==> config.mk <==
export PLATFORM = sky130hd
export DESIGN_NAME = calc_arbiter_flat
export DESIGN_NICKNAME = d
export VERILOG_FILES = /design/src/rtl/calc_arbiter_pkg.sv /design/src/rtl/calc_arbiter_if.sv /design/src/rtl/calc_arbiter_rr_arbiter.sv /design/src/rtl/calc_arbiter.sv /design/src/flat_wrapper.sv
export SDC_FILE = /design/constraint.sdc
export NUM_CORES = 1
export LEC_CHECK = 0
export CORE_ASPECT_RATIO = 0.8
export CORE_MARGIN = 2
export CORE_UTILIZATION = 27
export CTS_CLUSTER_SIZE = 20
export DETAILED_ROUTE_END_ITERATION = 6
export PLACE_DENSITY_LB_ADDON = 0.12
export SETUP_SLACK_MARGIN = 0.4
export SLEW_MARGIN = 0
export SYNTH_ARGS = -nofsm -noshare
export SYNTH_HDL_FRONTEND = slang
export SYNTH_SLANG_ARGS = --single-unit
export TNS_END_PERCENT = 5
==> constraint.sdc <==
create_clock -name clk -period 8.46 [get_ports clk]
set_clock_uncertainty 0.05 [all_clocks]
set_input_delay 1.269 -clock clk [delete_from_list [all_inputs] [get_ports clk]]
set_output_delay 1.269 -clock clk [all_outputs]
set_load 0.1 [all_outputs]
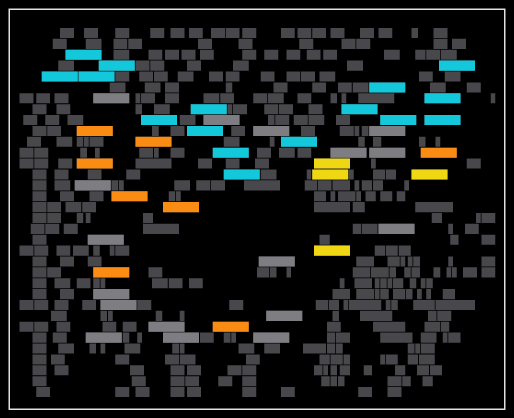
Fig. 1. Sequential cells grouped by signal name (run 1).
Scale: 4 px per µm. Other sequential cells in the stronger gray, the rest of the logic in the fainter gray.
netlist name	color	flops
`u_core.calc_y`	orange	8
`u_core.cnt`	yellow	4
`u_core.bus.rsp_data`	cyan	16
Post-Route Utilization: 0.428
sequential cell area share: 0.239

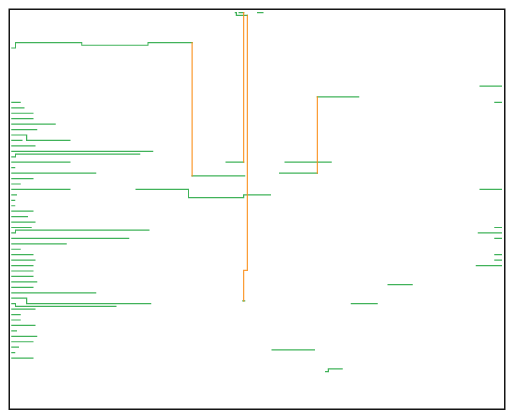
Fig. 2. Signal wires by layer (run 1).
Scale: 4 px per µm. Two of the layers only.
layer	color	wire length
met4	orange	162 µm
met3	green	640 µm
wire per inst: 15.0 µm
Routed WL: 8520 µm
Total GRT Usage: 0.141

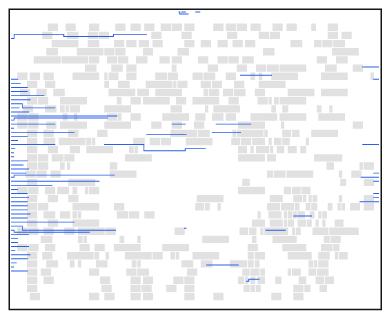
Fig. 3. Signal wires on met3 (run 1).
Scale: 3 px per µm.
nets with wire on the layer	66
wire length on this layer	640 µm
main direction	horizontal
longest straight run	35.2 µm
DR vias: 2635
GRT met3 Usage: 0.0539

==> impl_metrics.yaml, run 1 <==
# yosys + openroad results
die:
  tap_cells: 144
  placeableCoreArea_mm2: 0.0110
  die_w_um: 123
  dieArea_mm2: 0.0123
  die_h_um: 99.6
  fp_util: 0.280
final_layout:
  diodes: 0
  buffer_area_frac: 0.303
  largest_register_ffs: 16
  mi_logic_area_mm2: 0.00180
  stdcell_area_mm2: 0.00471
  register_area_mm2: 0.00113
  clock_buffers: 5
  final_nets: 529
  comb_cells: 218
  final_cell_mix: "140 x clkdlybuf4s50_1, 45 x dfrtp_1, 41 x mux2i_1, 38 x mux2_2, 30 x nand2_1"
clocking:
  cts_buffer_depth: 2
  cts_tree: "done"
  cts_buffers: 5
  cts_setup_buffers: 0
  postCtsHoldBufs: 0
drt:
  route.detailed.drc: 0
  vias_per_cell: 4.65
synthesis:
  ys_cells: 293
  syn_area_per_cell_um2: 10.5
  yosysTopAreaCell: "dfrtp_1"
  yosys.area_share.aoi: 0.127
  ys_area_mm2: 0.00308
  yosys_warnings: 0
  synthDistinctLibCells: 49
  ys_ff: 45
  synth_cells: 293
critical_path:
  cp-end-kind: "output port"
  path_cells: "clkdlybuf4s50_1 -> or3b_2 -> a2111oi_0 -> a21o_1 -> o2bb2ai_2 -> nor2b_1 -> clkdlybuf4s50_1"
  criticalPathCategory: "primary input to output port"
  crit_path_frequent_cell: "clkdlybuf4s50_1"
  required_ns: 7.14
  ff2ff_setup_slack_ns: 4.54
  cpMaxStageDelayCell: "clkdlybuf4s50_1"
timing:
  fin_crit_sh: 0.686
  rsz0062_at_grt: "no"
  max_freq_ghz: 0.172
  setup_tns_ns: 0
global_routing:
  grt_pass1_wl_um: 13500
  grt_overflow_total: 0
  grt_start_max_net_pins: 50
  first_global_vias: 2658
placement:
  dpl_cell_area_mm2: 0.00457
  dp.cells: 559
  port_buffers: 141
run_status:
  outcome: "finished, final reports clean"
Fig. 4: run 1, the metal 1 layer
Scale: 4 px per µm. Supply wires on this layer in gray.
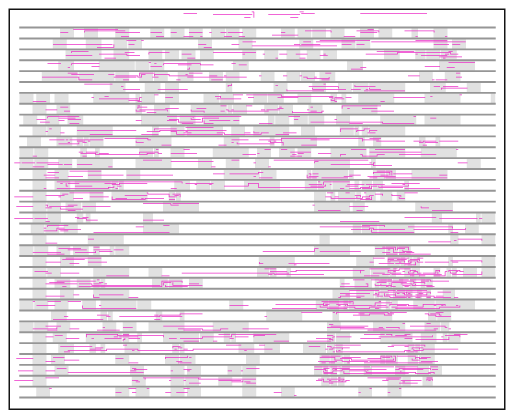

## Run 2: what changed since run 1
Clock period 8.46 ns to 5.75 ns, I/O delays scaled along.
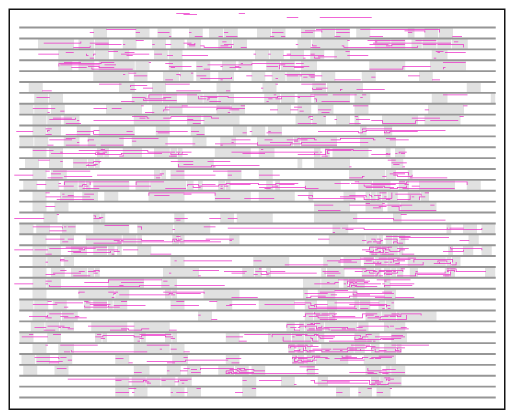
Fig. 5. The metal 1 layer (run 2).
Scale: 4 px per µm. Supply wires on this layer in gray.
main direction	horizontal
longest straight run	30.8 µm
wire length on this layer	3480 µm
share of all routed wire	42%
nets with wire on the layer	446
Routed WL: 8330 µm
DR vias: 2617
GRT met1 Usage: 0.170

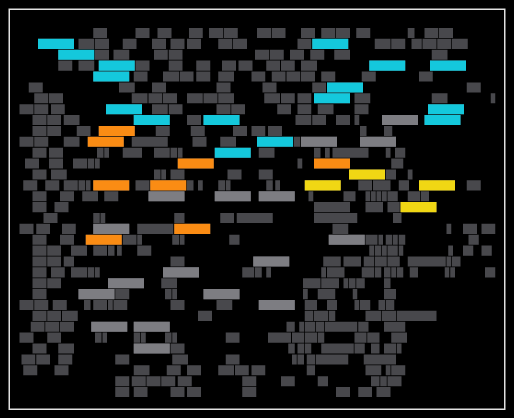
Fig. 6. Sequential cells grouped by signal name (run 2).
Scale: 4 px per µm. Other sequential cells in the stronger gray, the rest of the logic in the fainter gray.
netlist name	color	flops
`u_core.bus.rsp_data`	cyan	16
`u_core.calc_y`	orange	8
`u_core.cnt`	yellow	4
not colored	17
Flop area: 0.00113 mm²
sequential cell area share: 0.238
Post-Route Utilization: 0.430

==> run 2 against run 1 <==
Cell area up 0.50%. Global-route usage fell by 0.057 points. First-iteration DRC count is 36% lower. Critical endpoint is now bus_req_ready[1]. Sequential cell count is the same. Non-clock buffer count up 1.
==> impl_metrics.yaml, run 2 <==
# yosys + openroad results
timing:
  rsz0062_at_grt: "no"
  slew_violations: 0
  layout_min_cycle_time_ns: 4.30
  max_freq_ghz: 0.232
  fin_crit_sh: 0.748
  setup_tns_ns: 0
clocking:
  htree_levels: 2
  cts.clk_slew.worst_paths_ns: 0.06
  postCtsHoldBufs: 0
  cts_buffers: 5
  cts_tree: "done"
  cts_buffer_depth: 2
  cts_setup_buffers: 0
  worstSkewPairLatency_ns: 0.28
placement:
  dp_hpwl_um: 6460
  dp.cells: 560
  port_buffers: 141
  dpl_cell_area_mm2: 0.00457
die:
  dieArea_mm2: 0.0123
  die_h_um: 99.6
  placeableCoreArea_mm2: 0.0110
  fp_util: 0.280
  die_w_um: 123
  tap_cells: 144
final_layout:
  comb_cells: 218
  final_cell_mix: "136 x clkdlybuf4s50_1, 45 x dfrtp_1, 41 x mux2i_1, 38 x mux2_2, 30 x nand2_1"
  stdcell_area_mm2: 0.00474
  mi_logic_area_mm2: 0.00180
  clock_buffers: 7
  buffers_excl_clock: 145
  seq_cells: 45
  largest_register_ffs: 16
  buffer_area_frac: 0.301
  diodes: 0
  final_nets: 530
synthesis:
  synthDistinctLibCells: 49
  synth_cells: 293
  yosysTopAreaCell: "dfrtp_1"
  syn_area_per_cell_um2: 10.5
  ys_area_mm2: 0.00308
  ys_cells: 293
  ys_top_logic_family: "multiplexers"
  yosys.area_share.aoi: 0.127
  ys_ff: 45
  yosys_warnings: 0
global_routing:
  use_met2: 0.236
  grt_pass1_wl_um: 13500
  grt_overflow_total: 0
  first_global_vias: 2629
  grt_start_max_net_pins: 48
  grtUsageTotal: 0.140
run_status:
  outcome: "finished, final reports clean"
drt:
  vias_per_cell: 4.61
  wire_per_inst_um: 14.7
  drtIter0Drc: 107
  ant_nets: 0
  route.detailed.drc: 0
critical_path:
  criticalPathCategory: "flip-flop to output port"
  ff2ff_setup_slack_ns: 1.57
  required_ns: 4.84
  arrival_ns: 3.39
  path_cells: "inv_1 -> ha_1 -> mux4_2 -> a221oi_1 -> a211oi_1 -> a21oi_1 -> nor2_1 -> buf_4"
  cp-end-kind: "output port"
  cpMaxStageDelayCell: "dfrtp_1"
worst_hold_path:
  min_path_type: "flip-flop to flip-flop"
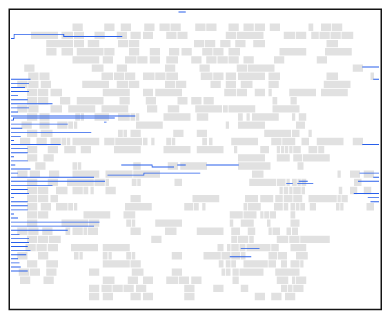
Fig. 7. Signal wires on met3 (run 2).
Scale: 3 px per µm.
wire length on this layer	609 µm
share of all routed wire	7.3%
main direction	horizontal
GRT met3 Usage: 0.0487

